**config.mk**
```make
export PLATFORM = sky130hd
export DESIGN_NAME = card_deal_scheduler
export DESIGN_NICKNAME = d
export VERILOG_FILES = /design/src/rtl/card_deal_scheduler.sv
export SDC_FILE = /design/constraint.sdc
export NUM_CORES = 1
export LEC_CHECK = 0
export CAP_MARGIN = 20
export CORE_MARGIN = 4
export CORE_UTILIZATION = 45
export CTS_CLUSTER_SIZE = 14
export DETAILED_ROUTE_END_ITERATION = 8
export PLACE_DENSITY = 0.69
export SLEW_MARGIN = 20
export SYNTH_ARGS = -nofsm -noshare
export SYNTH_HDL_FRONTEND = slang
export SYNTH_SLANG_ARGS = --single-unit
```
**constraint.sdc**
```tcl
create_clock -name clk -period 6.72 [get_ports clk]
set_clock_uncertainty 0.05 [all_clocks]
set_input_delay 1.344 -clock clk [delete_from_list [all_inputs] [get_ports clk]]
set_output_delay 1.344 -clock clk [all_outputs]
set_load 0.1 [all_outputs]
```
**src/rtl/card_deal_scheduler.sv**
```systemverilog
// Card-source scheduler for one Blackjack round: opening P,D,P,D deal, then
// round-robin service of player hits and dealer draws into 5-slot hands.
module card_deal_scheduler #(
  parameter logic [15:0] LFSR_SEED  = 16'hACE1,
  parameter int          MAX_CARDS  = 5,
  parameter int          DECK_CARDS = 52
) (
  input  logic       clk,
  input  logic       rst,
  input  logic       deal_start,
  input  logic       player_req,
  input  logic       dealer_req,
  input  logic       round_clr,
  output logic       card_valid,
  output logic [3:0] card_value,
  output logic       card_dest,
  output logic [2:0] card_slot,
  output logic       busy,
  output logic       player_full,
  output logic       dealer_full,
  output logic       deck_low,
  output logic       req_drop
);

  localparam logic [2:0] MAX_SLOT = 3'(MAX_CARDS);
  localparam logic [5:0] DECK_TH  = 6'(DECK_CARDS);

  typedef enum logic [2:0] {
    IDLE    = 3'd0,
    INIT_P1 = 3'd1,
    INIT_D1 = 3'd2,
    INIT_P2 = 3'd3,
    INIT_D2 = 3'd4,
    SERVE   = 3'd5
  } state_t;

  state_t      state;
  state_t      state_nxt;
  logic [15:0] lfsr;
  logic [2:0]  p_slot;
  logic [2:0]  d_slot;
  logic [2:0]  p_slot_nxt;
  logic [2:0]  d_slot_nxt;
  logic        pend_p;
  logic        pend_d;
  logic        pend_p_nxt;
  logic        pend_d_nxt;
  logic        rr_dealer;
  logic        rr_nxt;
  logic [5:0]  deal_cnt;
  logic [5:0]  deal_cnt_nxt;
  logic        grant_p;
  logic        grant_d;
  logic        issue;
  logic        issue_dest;
  logic [2:0]  issue_slot;
  logic        drop;
  logic        p_full;
  logic        d_full;
  logic        can_p;
  logic        can_d;

  // 4-bit LFSR nibble reduced mod 13, then mapped to a Blackjack value (A=11, faces=10)
  function automatic logic [3:0] card_of(input logic [3:0] nib);
    case (nib)
      4'd0, 4'd13: card_of = 4'd11;
      4'd1, 4'd14: card_of = 4'd2;
      4'd2, 4'd15: card_of = 4'd3;
      4'd3:        card_of = 4'd4;
      4'd4:        card_of = 4'd5;
      4'd5:        card_of = 4'd6;
      4'd6:        card_of = 4'd7;
      4'd7:        card_of = 4'd8;
      4'd8:        card_of = 4'd9;
      4'd9:        card_of = 4'd10;
      4'd10, 4'd11, 4'd12: card_of = 4'd10;
      default:     card_of = 4'd0;
    endcase
  endfunction

  function automatic logic [2:0] slot_inc(input logic [2:0] s);
    if (s >= MAX_SLOT) begin
      slot_inc = MAX_SLOT;
    end else begin
      slot_inc = s + 3'd1;
    end
  endfunction

  function automatic logic [15:0] lfsr_step(input logic [15:0] l);
    lfsr_step = {l[14:0], l[15] ^ l[13] ^ l[12] ^ l[10]};
  endfunction

  assign p_full = (p_slot == MAX_SLOT);
  assign d_full = (d_slot == MAX_SLOT);
  assign can_p  = pend_p && !p_full;
  assign can_d  = pend_d && !d_full;

  // Next-state, arbitration and request bookkeeping
  always_comb begin
    state_nxt  = state;
    p_slot_nxt = p_slot;
    d_slot_nxt = d_slot;
    pend_p_nxt = pend_p;
    pend_d_nxt = pend_d;
    rr_nxt     = rr_dealer;
    grant_p    = 1'b0;
    grant_d    = 1'b0;
    issue      = 1'b0;
    issue_dest = 1'b0;
    issue_slot = 3'd0;
    drop       = 1'b0;
    if (round_clr) begin
      state_nxt  = IDLE;
      p_slot_nxt = 3'd0;
      d_slot_nxt = 3'd0;
      pend_p_nxt = 1'b0;
      pend_d_nxt = 1'b0;
      rr_nxt     = 1'b0;
    end else begin
      case (state)
        IDLE: begin
          if (deal_start) begin
            state_nxt = INIT_P1;
            rr_nxt    = 1'b0;
            grant_p   = 1'b1;
          end else begin
            state_nxt = IDLE;
          end
        end
        INIT_P1: begin
          state_nxt = INIT_D1;
          grant_d   = 1'b1;
        end
        INIT_D1: begin
          state_nxt = INIT_P2;
          grant_p   = 1'b1;
        end
        INIT_P2: begin
          state_nxt = INIT_D2;
          grant_d   = 1'b1;
        end
        INIT_D2: begin
          state_nxt = SERVE;
        end
        SERVE: begin
          // Alternate only under contention; a lone requester never waits
          if (can_p && can_d) begin
            if (rr_dealer) begin
              grant_d = 1'b1;
            end else begin
              grant_p = 1'b1;
            end
            rr_nxt = !rr_dealer;
          end else if (can_p) begin
            grant_p = 1'b1;
          end else if (can_d) begin
            grant_d = 1'b1;
          end else begin
            grant_p = 1'b0;
          end
          if (pend_p) begin
            pend_p_nxt = 1'b0;
            drop       = p_full;
          end else begin
            pend_p_nxt = 1'b0;
          end
          if (pend_d) begin
            pend_d_nxt = 1'b0;
            drop       = drop | d_full;
          end else begin
            pend_d_nxt = 1'b0;
          end
          if (can_p && !grant_p) begin
            pend_p_nxt = 1'b1;
          end else begin
            pend_p_nxt = pend_p_nxt;
          end
          if (can_d && !grant_d) begin
            pend_d_nxt = 1'b1;
          end else begin
            pend_d_nxt = pend_d_nxt;
          end
        end
        default: begin
          state_nxt = IDLE;
        end
      endcase

      if (grant_p) begin
        issue      = 1'b1;
        issue_dest = 1'b0;
        issue_slot = p_slot;
        p_slot_nxt = slot_inc(p_slot);
      end else if (grant_d) begin
        issue      = 1'b1;
        issue_dest = 1'b1;
        issue_slot = d_slot;
        d_slot_nxt = slot_inc(d_slot);
      end else begin
        issue = 1'b0;
      end

      // New requests are queued last so they merge with, or re-arm, a pending flag
      if (state == IDLE) begin
        drop = drop | player_req | dealer_req;
      end else begin
        if (player_req) begin
          if (p_full) begin
            drop = 1'b1;
          end else begin
            pend_p_nxt = 1'b1;
          end
        end else begin
          pend_p_nxt = pend_p_nxt;
        end
        if (dealer_req) begin
          if (d_full) begin
            drop = 1'b1;
          end else begin
            pend_d_nxt = 1'b1;
          end
        end else begin
          pend_d_nxt = pend_d_nxt;
        end
        if (deal_start) begin
          drop = 1'b1;
        end else begin
          drop = drop;
        end
      end
    end
  end

  // Saturating dealt-card counter update
  always_comb begin
    if (issue && (deal_cnt != 6'd63)) begin
      deal_cnt_nxt = deal_cnt + 6'd1;
    end else begin
      deal_cnt_nxt = deal_cnt;
    end
  end

  // State, counters and registered outputs
  always_ff @(posedge clk) begin
    if (rst) begin
      state       <= IDLE;
      lfsr        <= LFSR_SEED;
      p_slot      <= 3'd0;
      d_slot      <= 3'd0;
      pend_p      <= 1'b0;
      pend_d      <= 1'b0;
      rr_dealer   <= 1'b0;
      deal_cnt    <= 6'd0;
      card_valid  <= 1'b0;
      card_value  <= 4'd0;
      card_dest   <= 1'b0;
      card_slot   <= 3'd0;
      busy        <= 1'b0;
      player_full <= 1'b0;
      dealer_full <= 1'b0;
      deck_low    <= 1'b0;
      req_drop    <= 1'b0;
    end else begin
      state       <= state_nxt;
      lfsr        <= lfsr_step(lfsr);
      p_slot      <= p_slot_nxt;
      d_slot      <= d_slot_nxt;
      pend_p      <= pend_p_nxt;
      pend_d      <= pend_d_nxt;
      rr_dealer   <= rr_nxt;
      deal_cnt    <= deal_cnt_nxt;
      card_valid  <= issue;
      card_value  <= issue ? card_of(lfsr[3:0]) : 4'd0;
      card_dest   <= issue ? issue_dest : 1'b0;
      card_slot   <= issue ? issue_slot : 3'd0;
      busy        <= (state_nxt == INIT_P1) || (state_nxt == INIT_D1) ||
                     (state_nxt == INIT_P2) || (state_nxt == INIT_D2) ||
                     pend_p_nxt || pend_d_nxt;
      player_full <= (p_slot_nxt == MAX_SLOT);
      dealer_full <= (d_slot_nxt == MAX_SLOT);
      deck_low    <= deck_low || (deal_cnt_nxt >= DECK_TH);
      req_drop    <= drop;
    end
  end

endmodule

```
**Run 1: congestion heat map**

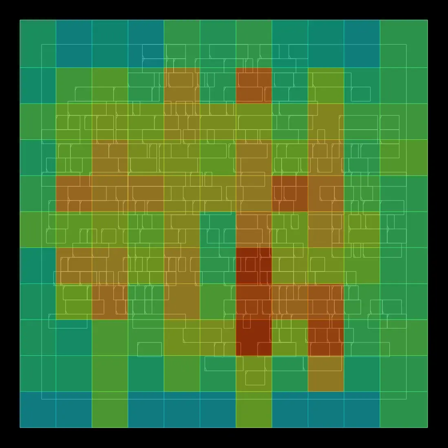
GR Util met2: 0.248
average wire per standard cell: 12.6 um
grt peak-use layer: met2

**Run 1: where the registers sit**

The bar under the picture is 20 um long. Other sequential cells in the stronger gray, the rest of the logic in the fainter gray.
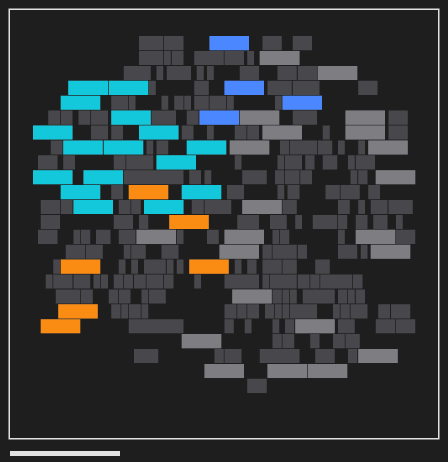
- blue: card_value (sequential cells 4; where top center)
- orange: deal_cnt (sequential cells 6; where middle left)
- cyan: lfsr (sequential cells 16)
- not colored: 22

==> out/summary.txt, run 1 <==
Leakage power: 0.954 nW
Post-DRT Antenna Nets: 0
Clock share of power: 0.377
Initial antenna violation count: 0
Dominant flop cell: dfxtp_1
Largest net degree at the start of global routing: 26
Global route overflow: 0
Largest delay share family, worst path: buffers and inverters
Post-CTS setup buffer count: 0
Net switching power: 0.000152 W
Comb gate area: 1140 um^2
Worst skew pair latency: 300 ps
Dpl ws: 3340 ps
Flop area: 961 um^2
Area leader, netlist: dfxtp_1
# setup viols final: 0
Floorplan net count: 253
Fmax: 0.310 GHz
Pins Over Slew Limit: 0
Chip height: 78.1 um
Post-Syn Area: 2210 um^2
CORE AREA: 4750 um^2
Worst reg2reg path endpoint: deck_low$_SDFF_PP0_
CTS H-tree lvls: 2
FP Rows: 25
Hold Buf Count CTS: 0
Synth Area per Inst: 9.30 um^2
CP required: 5330 ps
HPWL Detailed: 2840 um
Combinational power share: 0.118
Area Overhead vs Synth: 15.0%
Final min period: 3230 ps
Synth async-reset ratio: 0
Layout cells sized above 1: 0.119
Critical-path top delay cell: clkdlybuf4s50_1
Critical path peak fanout: 4
Setup ws final: 3490 ps
Clock root buffer: clkbuf_8
Die area: 6100 um^2
CTS Buffer Depth: 2
#FFs+latches synth: 48
Vias/cell: 5.24
Tcrit/Tclk final: 0.480
Seq share, synth: 0.434
Top cells by area, synth: dfxtp_1 (43%), ha_1 (5.1%), nor2_1 (4.1%)
Clock sinks: 48
Max capacitance violation total: 0
Total GRT Usage: 0.150
Hold Path Class: reg2reg
TritonCTS Buffers: 5
Cell total in the yosys stat output: 238
Initial DRC count: 135
WHS Endpoint: lfsr[10]$_SDFF_PP1_
Unrepaired setup endpoints after global routing: no
CP Launch Type: register
Worst Hold Launch: lfsr[9]$_SDFF_PP0_
Max incr delay on CP: 1150 ps
GP Congestion: 0.797
Slew margin rel.: 0.347
Vias: 1671
CTS clk-pin slew, worst paths: 90 ps
Antenna Diode Count: 0
Nets@finish: 266
Area share, top type: 0.434
Pint: 0.000453 W
Hold Fails Final Rpt: 0
First-pass GRT wire length: 7430 um
CTS tree: yes
Setup_tns: 0 ps
Top cell type by instance count after synthesis: dfxtp_1
Residual DRC: 0
R2R depth: 7
Vias in the first global route: 1678
Origin of the worst setup path: deck_low$_SDFF_PP0_
Post-cts gate resize count: 0
YS chip area: 2210 um^2
Chip width: 78.1 um
List of most frequent post-synthesis cells: dfxtp_1 (48), nor2_1 (24), nand2_1 (17)
Crit-path cells: clkdlybuf4s50_1
FP Util: 0.466
Outcome: complete, no violations
Drt pass-1 iters: 4
Cell count after synthesis: 238
I/O pins: 20
Synth warnings: 0
R2R Path Start: d_slot[1]$_SDFF_PP0_
**Run 1: metal layers overlaid**

The bar under the picture is 20 um long. Two of the layers only.
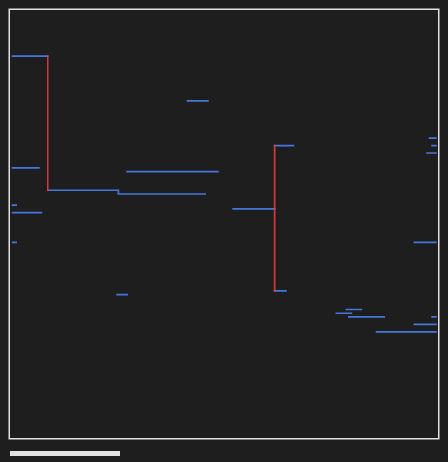
- blue: M3 (wire length 117 um)
- red: M4 (wire length 51.0 um)

**Run 1: gate-type map**

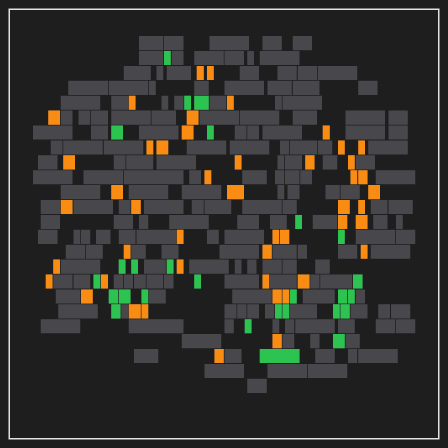
- green: nand cells (cells 27; most used nand2_1)
- orange: nor cells (cells 47; most used nor2_1)

-- run 1: worst max-delay path by stage --
stage                                   endpoint  slack [ps]  depth (start not counted)
final                                   deck_low        3490                          1
after global routing                    deck_low        3430                          1
after CTS                               deck_low        3470                          1
after detailed placement  player_full$_SDFF_PP0_        3340                          4
after global placement           busy$_SDFF_PP0_        3380                          4
after floorplan              deck_low$_SDFF_PP0_        4140                          5
-- run 1: sequential cells by signal, summed over array words and instances, names as in the netlist, 3 cells and up --
register    cells
lfsr           16
p_slot          3
state           3
deal_cnt        6
card_slot       3
card_value      4
d_slot          3
-- run 1: stage by stage --
step                 util  total power, W  area (um^2)  hold WS (ps)  std cells
finish              0.535        0.000606         2540           362        319
global route        0.535        0.000634         2540           386        319
CTS                 0.535        0.000612         2540           365        319
detailed placement  0.509        0.000384         2420           347        311
global placement    0.509        0.000383         2420           347        311
floorplan               -        0.000366         2210           339        238
-- run 1: per-layer routing --
metal,wire length [um],global-route usage,vias to the layer above
met2,1870,0.248,27
met1,2000,0.189,786
met3,117,0.0390,5
met5,0,0,-
li1,-,-,853
met4,51,0.0524,0
-- run 1: power by group through the flow --
| stage | registers, W | logic (W) | clock network (W) |
|---|---|---|---|
| 2_1_floorplan | 0.000327 | 0.0000395 | 0 |
| 3_3_place_gp | 0.000312 | 0.0000714 | 0 |
| 3_5_place_dp | 0.000312 | 0.0000721 | 0 |
| 4_1_cts | 0.000306 | 0.0000724 | 0.000234 |
| 5_1_grt | 0.000308 | 0.0000797 | 0.000247 |
| 6_report | 0.000306 | 0.0000717 | 0.000228 |
-- run 1: area by class of cell --
class                      instances  area share
inverter                          12      0.0177
clock inverter                     1      0.0118
tap                               67      0.0329
timing repair buffer              19      0.0747
sequential                        48       0.378
clock buffer                       7      0.0379
multi-input combinational        165       0.447
-- run 1: layout by cell type (no fill, tap or decap), types with 4 or more instances in the layout --
cell | synthesis | layout
a211oi_1 | 4 | 4
a21oi_1 | 13 | 13
a311oi_1 | 4 | 4
clkbuf_8 | 0 | 7
clkdlybuf4s50_1 | 0 | 19
dfxtp_1 | 48 | 48
ha_1 | 9 | 9
inv_1 | 12 | 12
mux2i_1 | 4 | 4
nand2_1 | 17 | 17
nand3_1 | 5 | 5
nor2_1 | 24 | 24
nor2b_1 | 11 | 11
nor3_1 | 9 | 9
o21ai_0 | 5 | 5
or2_2 | 9 | 9
xnor2_1 | 5 | 5
-- run 1: cell families (layout without fill, tap and decap cells) --
group / count (synthesis) / count (layout) / synth area share
multiplexers: 5 / 5 / 0.0232
XOR/XNOR: 7 / 7 / 0.0277
adder cells (fa/ha/maj): 9 / 9 / 0.0509
flip-flops: 48 / 48 / 0.434
AND-OR/OR-AND: 50 / 50 / 0.189
AND/OR/NAND/NOR: 94 / 94 / 0.224
buffers and inverters: 25 / 39 / 0.0514
==> inputs of run 2 (changes only) <==
- PLACE_DENSITY: 0.69 -> 0.71
- clock period: 6.72 -> 2.9 ns (I/O delays scaled with it)
==> run 2 against run 1 <==
Highest routed layer unchanged. First-iteration DRC count fell by 59%. Area after synthesis did not move. Register-to-register slack lost 3800 ps. Sequential cell count unchanged. Utilization down 0.53 points. Non-clock buffer count up 2. Cell count up 0.63%.
==> out/summary.txt, run 2 <==
Worst skew pair latency: 300 ps (about the same)
Setup ws final: 539 ps (-2950 ps)
CTS tree: yes
Tool warnings: 31
Final min period: 2360 ps
Outcome: complete, no violations
FP Rows: 25 (unchanged)
Post-DRT Antenna Nets: 0 (unchanged)
Cell total after placement: 313 (+0.64%)
Vias in the first global route: 1556 (-7.3%)
Area share, top type: 0.434 (unchanged)
Nets@finish: 268 (+0.75%)
Drt pass-1 iters: 4 (unchanged)
Layout cells sized above 1: 0.181 (+0.0621)
Max capacitance violation total: 0 (unchanged)
Total GRT Usage: 0.143 (-0.00679)
Area leader, netlist: dfxtp_1
Number of enable flip-flop cells: 0
Die area: 6100 um^2 (unchanged)
CTS clk-pin slew, worst paths: 90 ps (about the same)
List of most frequent post-synthesis cells: dfxtp_1 (48), nor2_1 (24), nand2_1 (17)
Post-CTS setup buffer count: 0 (unchanged)
Yosys simple share: 0.224 (unchanged)
Synth async-reset ratio: 0 (unchanged)
Top Registers: lfsr (16), deal_cnt (6), card_value (4)
Residual DRC: 0 (unchanged)
Antenna Diode Count: 0 (unchanged)
TritonCTS Buffers: 5 (unchanged)
Leakage power: 0.988 nW (+3.6%)
Vias: 1673 (+0.12%)
Global route overflow: 0 (unchanged)
Clock sinks: 48 (unchanged)
Vias/cell: 5.21 (-0.50%)
Post-Syn Area: 2210 um^2 (unchanged)
# setup viols final: 0 (unchanged)
Worst Setup End Kind: register
Chip height: 78.1 um (unchanged)
CORE AREA: 4750 um^2 (unchanged)
Average wire per standard cell: 12.3 um (-2.8%)
First-pass GRT wire length: 7040 um (-5.3%)
R2R Path Start: d_slot[1]$_SDFF_PP0_
Origin of the worst setup path: d_slot[1]$_SDFF_PP0_
Critical path peak fanout: 7 (+3)
Post-synthesis mux area share: 0.0232 (unchanged)
Hold Path Class: reg2reg
GP Congestion: 0.852 (+7.0%)
I/O pins: 20 (unchanged)
Area Overhead vs Synth: 13.8%
Worst reg2reg setup slack: 540 ps
Cell count after synthesis: 238 (unchanged)
Cell total in the yosys stat output: 238 (unchanged)
Top cell type by instance count after synthesis: dfxtp_1
Post-cts gate resize count: 0 (unchanged)
Dpl ws: 403 ps (-2930 ps)
Non-Filler Instances: 321 (+0.63%)
Initial antenna violation count: 0 (unchanged)
Pins Over Slew Limit: 0 (unchanged)
Fillcell total: 449
CP Launch Type: register
CTS Buffer Depth: 2 (unchanged)
Largest net degree at the start of global routing: 24 (-7.7%)
Compound Share, Synth: 0.189 (unchanged)
Worst Hold Launch: lfsr[4]$_SDFF_PP0_
Unrepaired setup endpoints after global routing: no
Synth Area per Inst: 9.30 um^2 (unchanged)
YS chip area: 2210 um^2 (unchanged)
#FFs+latches synth: 48 (unchanged)
Largest logic family: simple AND/OR/NAND/NOR gates
CTS H-tree lvls: 2 (unchanged)
Clock root buffer: clkbuf_8
Floorplan net count: 253 (unchanged)
CP Class: reg2reg
Port Buffers: 19
Fmax: 0.424 GHz
Synth warnings: 0 (unchanged)
CP required: 3070 ps (-2260 ps)
Dominant logic cell type in the layout: dfxtp_1
Hold Buf Count CTS: 0 (unchanged)
Tcrit/Tclk final: 0.814
FP Util: 0.466 (unchanged)
Top cells by area, synth: dfxtp_1 (43%), ha_1 (5.1%), nor2_1 (4.1%)
Seq share, synth: 0.434 (unchanged)
Chip width: 78.1 um (unchanged)
Dominant flop cell: dfxtp_1
Initial DRC count: 56 (-59%)
Max FFs per register: 16 (unchanged)
Unique masters post-synth: 51
Post-synthesis adder-cell area fraction: 0.0509 (unchanged)
Yosys xor share: 0.0277 (unchanged)
Slew margin rel.: 0.743 (+0.396)
Most frequent cells in the layout: dfxtp_1 (48), nor2_1 (24), nand2_1 (17)
Setup_tns: 0 ps (unchanged)
HPWL Detailed: 2840 um (about the same)
Largest reg by FF count: lfsr
Hold Fails Final Rpt: 0 (unchanged)
-- run 2: cell counts after synthesis --
No cell type changed its count.
-- run 2: final cells by class --
class                           instances  area (um^2)  share of cell area
Timing Repair Buffer                   21          170              0.0675
Clock buffer                            6         82.6              0.0328
Clock inverter                          2         38.8              0.0154
Sequential cell                        48          961               0.381
Tap cell                               67         83.8              0.0333
Inverter                               12         45.0              0.0179
Multi-Input combinational cell        165         1140               0.452
-- run 2: final timing paths --
check,end,depth (start not counted)
worst max-delay path,deck_low$_SDFF_PP0_,7
worst min-delay path,lfsr[5]$_SDFF_PP1_,1
worst max register to register,deck_low$_SDFF_PP0_,7
worst min register to register,lfsr[5]$_SDFF_PP1_,1
-- run 2: layer usage --
metal,vias to the layer above,GRT usage,wire [um]
met5,-,0,0
met4,0,0.0577,63
met3,4,0.0447,168
met2,24,0.231,1800
met1,784,0.178,1920
li1,861,-,-
-- run 2: critical path, stage by stage, from the launching register on --
cell and delay [ps]:
dfxtp_1 440, inv_1 70, ha_1 270, a21bo_4 260
a211o_4 370, a21oi_1 270, mux2_2 370, a211oi_1 190
-- run 2: report_power, final --
part | switching [W] | internal (W)
Combinational | 0.000107 | 0.0000596
Clock | 0.000221 | 0.000282
Sequential | 0.0000223 | 0.000686
Total | 0.000351 | 0.00103
-- run 2: cells by family after synthesis --
logic type,count (synthesis)
flip-flops,48
AND/OR/NAND/NOR,94
multiplexers,5
adder cells (fa/ha/maj),9
AND-OR/OR-AND,50
buffers and inverters,25
XOR/XNOR,7
-- run 2: through the flow --
step | total power (W) | hold WS (ps) | instance area, um^2 | util
finish | 0.00138 | 363 | 2520 | 0.530
global route | 0.00145 | 386 | 2520 | 0.530
CTS | 0.00140 | 366 | 2520 | 0.530
detailed placement | 0.000890 | 344 | 2400 | 0.504
global placement | 0.000888 | 341 | 2400 | 0.504
floorplan | 0.000849 | 339 | 2210 | -
**Run 2: where the registers sit**

The bar under the picture is 20 um long. Other sequential cells in the stronger gray, the rest of the logic in the fainter gray.
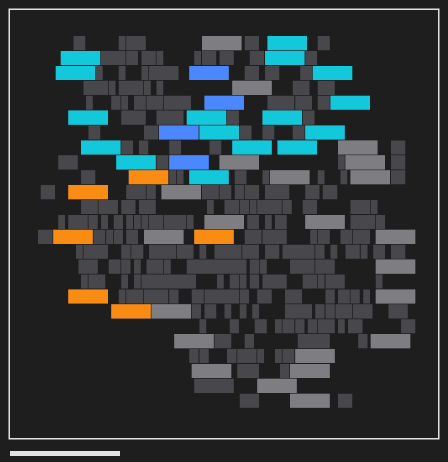
- blue: card_value (sequential cells 4; where top center)
- orange: deal_cnt (sequential cells 6; where middle left)
- cyan: lfsr (sequential cells 16)
Util after Layout: 0.530
Flop area: 961 um^2
seq pwr: 0.000708 W
Seq/total area: 0.381

**Run 2: cell classes on the final placement**

The bar under the picture is 20 um long.
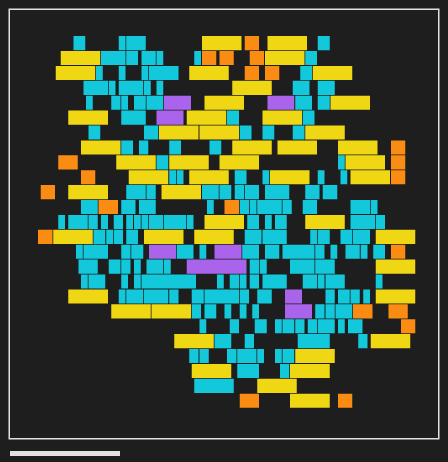

==> inputs of run 3 (changes only) <==
- PLACE_DENSITY: 0.71 -> 0.69
- clock period: 2.9 -> 2.25 ns (I/O delays scaled with it)
**Run 3: cell classes on the final placement**

The bar under the picture is 20 um long.
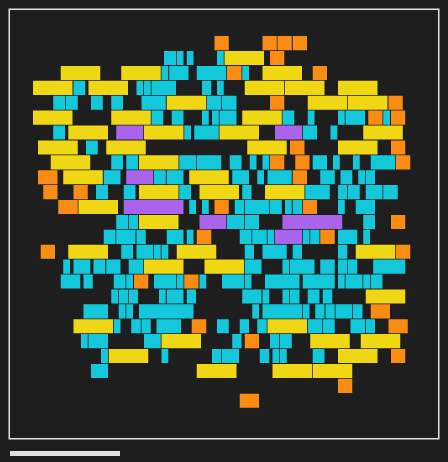
- purple: clock drivers and dummy loads (cells 7)
- yellow: sequential cells (cells 48)
- orange: remaining buffers and delay cells (cells 37)
- cyan: remaining logic cells (cells 177)

==> run 3 against run 2 <==
Non-clock buffer count is 16 higher. Largest cell class unchanged. First-iteration DRC count rose by 59%. Setup slack got worse by 400 ps. Highest routed layer unchanged. Largest power group unchanged. Count of clock-buffer cells in the layout shrank 1.
==> out/summary.txt, run 3 <==
Outcome: complete, no violations
Worst skew pair latency: 290 ps (about the same)
Post-cts gate resize count: 0 (unchanged)
GP Congestion: 0.772 (-9.4%)
First-pass GRT wire length: 7440 um (+5.7%)
Peak supply drop: 519 uV
Comb gate area: 1140 um^2 (unchanged)
Die area: 6100 um^2 (unchanged)
Origin of the worst setup path: p_slot[1]$_SDFF_PP0_
Pins Over Slew Limit: 0 (unchanged)
CTS tree: yes
Flop area: 961 um^2 (unchanged)
Max capacitance violation total: 0 (unchanged)
Leakage power: 1.07 nW (+8.5%)
R2R depth: 7 (unchanged)
Combinational power share: 0.126 (+0.005)
Synth async-reset ratio: 0 (unchanged)
CORE AREA: 4750 um^2 (unchanged)
Worst reg2reg setup slack: 140 ps (-400 ps)
Tool warnings: 31 (unchanged)
Vias: 1738 (+3.9%)
Top Registers: lfsr (16), deal_cnt (6), card_value (4)
DR top layer: met4
Fillcell total: 434 (-3.3%)
Wire length on met1: 2080 um (+8.4%)
Fmax: 0.473 GHz (+12%)
Top cell type by instance count after synthesis: dfxtp_1
# setup viols final: 0 (unchanged)
Post-Syn Area: 2210 um^2 (unchanged)
CP required: 2410 ps (-660 ps)
Number of enable flip-flop cells: 0 (unchanged)
Layout cells sized above 1: 0.227 (+0.0457)
Vias in the first global route: 1659 (+6.6%)
Unrepaired setup endpoints after global routing: no
WHS Endpoint: lfsr[10]$_SDFF_PP1_
Worst EP arrival: 2280 ps
CTS clk-pin slew, worst paths: 90 ps (about the same)
Dominant flop cell: dfxtp_1
Vias/cell: 5.17 (-0.75%)
Sequential share of power: 0.490 (-0.024)
Hold Buf Count CTS: 0 (unchanged)
Area share, top type: 0.434 (unchanged)
Hold Fails Final Rpt: 0 (unchanged)
Dominant logic cell type in the layout: dfxtp_1
CTS Buffer Depth: 2 (unchanged)
Final min period: 2110 ps (-248 ps)
Cell count after synthesis: 238 (unchanged)
Post-DRT Antenna Nets: 0 (unchanged)
Worst Setup End Kind: register
Slew margin rel.: 0.727 (-0.0160)
Switching part of the total: 0.240 (-0.0143)
Clock sinks: 48 (unchanged)
Nets@finish: 284 (+6.0%)
Initial antenna violation count: 0 (unchanged)
Met3 WL: 171 um (+1.8%)
FP Rows: 25 (unchanged)
Synth warnings: 0 (unchanged)
Synth Area per Inst: 9.30 um^2 (unchanged)
Floorplan net count: 253 (unchanged)
Chip height: 78.1 um (unchanged)
Average wire per standard cell: 12.6 um (+2.3%)
YS chip area: 2210 um^2 (unchanged)
Initial DRC count: 89 (+59%)
List of most frequent post-synthesis cells: dfxtp_1 (48), nor2_1 (24), nand2_1 (17)
Seq share, synth: 0.434 (unchanged)
Setup_tns: 0 ps (unchanged)
Worst reg2reg path endpoint: deck_low$_SDFF_PP0_
Hold Path Class: reg2reg
Port Buffers: 19 (unchanged)
Worst Hold Launch: lfsr[9]$_SDFF_PP0_
Drt pass-1 iters: 4 (unchanged)
Residual DRC: 0 (unchanged)
Post-CTS setup buffer count: 0 (unchanged)
Net switching power: 0.000446 W (+27%)
Tcrit/Tclk final: 0.939 (+0.125)
Unique masters post-synth: 51 (unchanged)
Clock root buffer: clkbuf_8
I/O pins: 20 (unchanged)
TritonCTS Buffers: 5 (unchanged)
Area Overhead vs Synth: 19.6%
Dpl ws: 37.7 ps (-365 ps)
Most frequent cells in the layout: dfxtp_1 (48), buf_4 (32), nor2_1 (24)
Total GRT Usage: 0.152 (+0.00832)
WL final: 4230 um
Pint: 0.00141 W (+37%)
Largest net degree at the start of global routing: 25 (+4.2%)
Antenna Diode Count: 0 (unchanged)
Largest reg by FF count: lfsr
CP Class: reg2reg
CP Launch Type: register
Top cells by area, synth: dfxtp_1 (43%), ha_1 (5.1%), nor2_1 (4.1%)
FP Util: 0.466 (unchanged)
#FFs+latches synth: 48 (unchanged)
Global route overflow: 0 (unchanged)
Metal2 WL: 1930 um (+7.6%)
Max FFs per register: 16 (unchanged)
Pwr/cell area: 702 nW/um^2
HPWL Detailed: 3020 um (+6.0%)
Critical path peak fanout: 6 (-1)
Clock share of power: 0.384 (+0.019)
Worst hold path cell count: 1 (unchanged)
R2R Path Start: p_slot[1]$_SDFF_PP0_
Slew @ Worst Pin: 410 ps
Setup ws final: 137 ps (-402 ps)
Cell total in the yosys stat output: 238 (unchanged)
Chip width: 78.1 um (unchanged)
CTS H-tree lvls: 2 (unchanged)
Area leader, netlist: dfxtp_1
-- run 3: worst max-delay path by stage --
stage	endpoint	slack [ps]
final	deck_low$_SDFF_PP0_	140
after global routing	deck_low$_SDFF_PP0_	50
after CTS	deck_low$_SDFF_PP0_	130
after detailed placement	deck_low$_SDFF_PP0_	40
after global placement	deal_cnt[1]$_SDFF_PP0_	70
after floorplan	deck_low$_SDFF_PP0_	90
-- run 3: cell type report --
cell class	count	share of cell area
inverters	12	0.0170
flip-flops and latches	48	0.363
clock buffers	5	0.0260
well taps	67	0.0317
repair buffers	37	0.110
clock inverters	2	0.0227
multi-input cells	165	0.430
-- run 3: routing by layer --
layer | track usage | vias up
met4 | 0.0437 | 0
met2 | 0.241 | 36
li1 | - | 888
met1 | 0.196 | 810
met3 | 0.0516 | 4
met5 | 0 | -
-- run 3: critical path: stages (launching register included) --
cell and delay, ps:
dfxtp_1 340, inv_1 60, ha_1 210, a21bo_4 240, a211o_4 370, a21oi_1 210
mux2_2 360, a211oi_1 180
-- run 3: cells by family after synthesis --
kind of cell	count (synthesis)	share of synthesized area
XOR/XNOR	7	0.0277
multiplexers	5	0.0232
adder cells (fa/ha/maj)	9	0.0509
AND-OR/OR-AND	50	0.189
flip-flops	48	0.434
buffers and inverters	25	0.0514
AND/OR/NAND/NOR	94	0.224
-- run 3: power groups by stage --
| stage | combinational (W) | sequential, W | clock [W] |
|---|---|---|---|
| floorplan | 0.000118 | 0.000976 | 0 |
| global placement | 0.000232 | 0.000930 | 0 |
| detailed placement | 0.000234 | 0.000932 | 0 |
| CTS | 0.000236 | 0.000911 | 0.000726 |
| global route | 0.000257 | 0.000916 | 0.000773 |
| finish | 0.000234 | 0.000911 | 0.000714 |
-- run 3: through the flow --
stage,area (um^2),util,std cells,total power (W),hold WS [ps]
final,2650,0.557,336,0.00186,369
after global routing,2650,0.557,336,0.00195,396
after CTS,2650,0.557,336,0.00187,371
after detailed placement,2520,0.530,329,0.00117,352
after global placement,2520,0.530,329,0.00116,342
after floorplan,2210,-,238,0.00109,339
Power figures rest on the tool's default switching activity, not on a simulated workload.
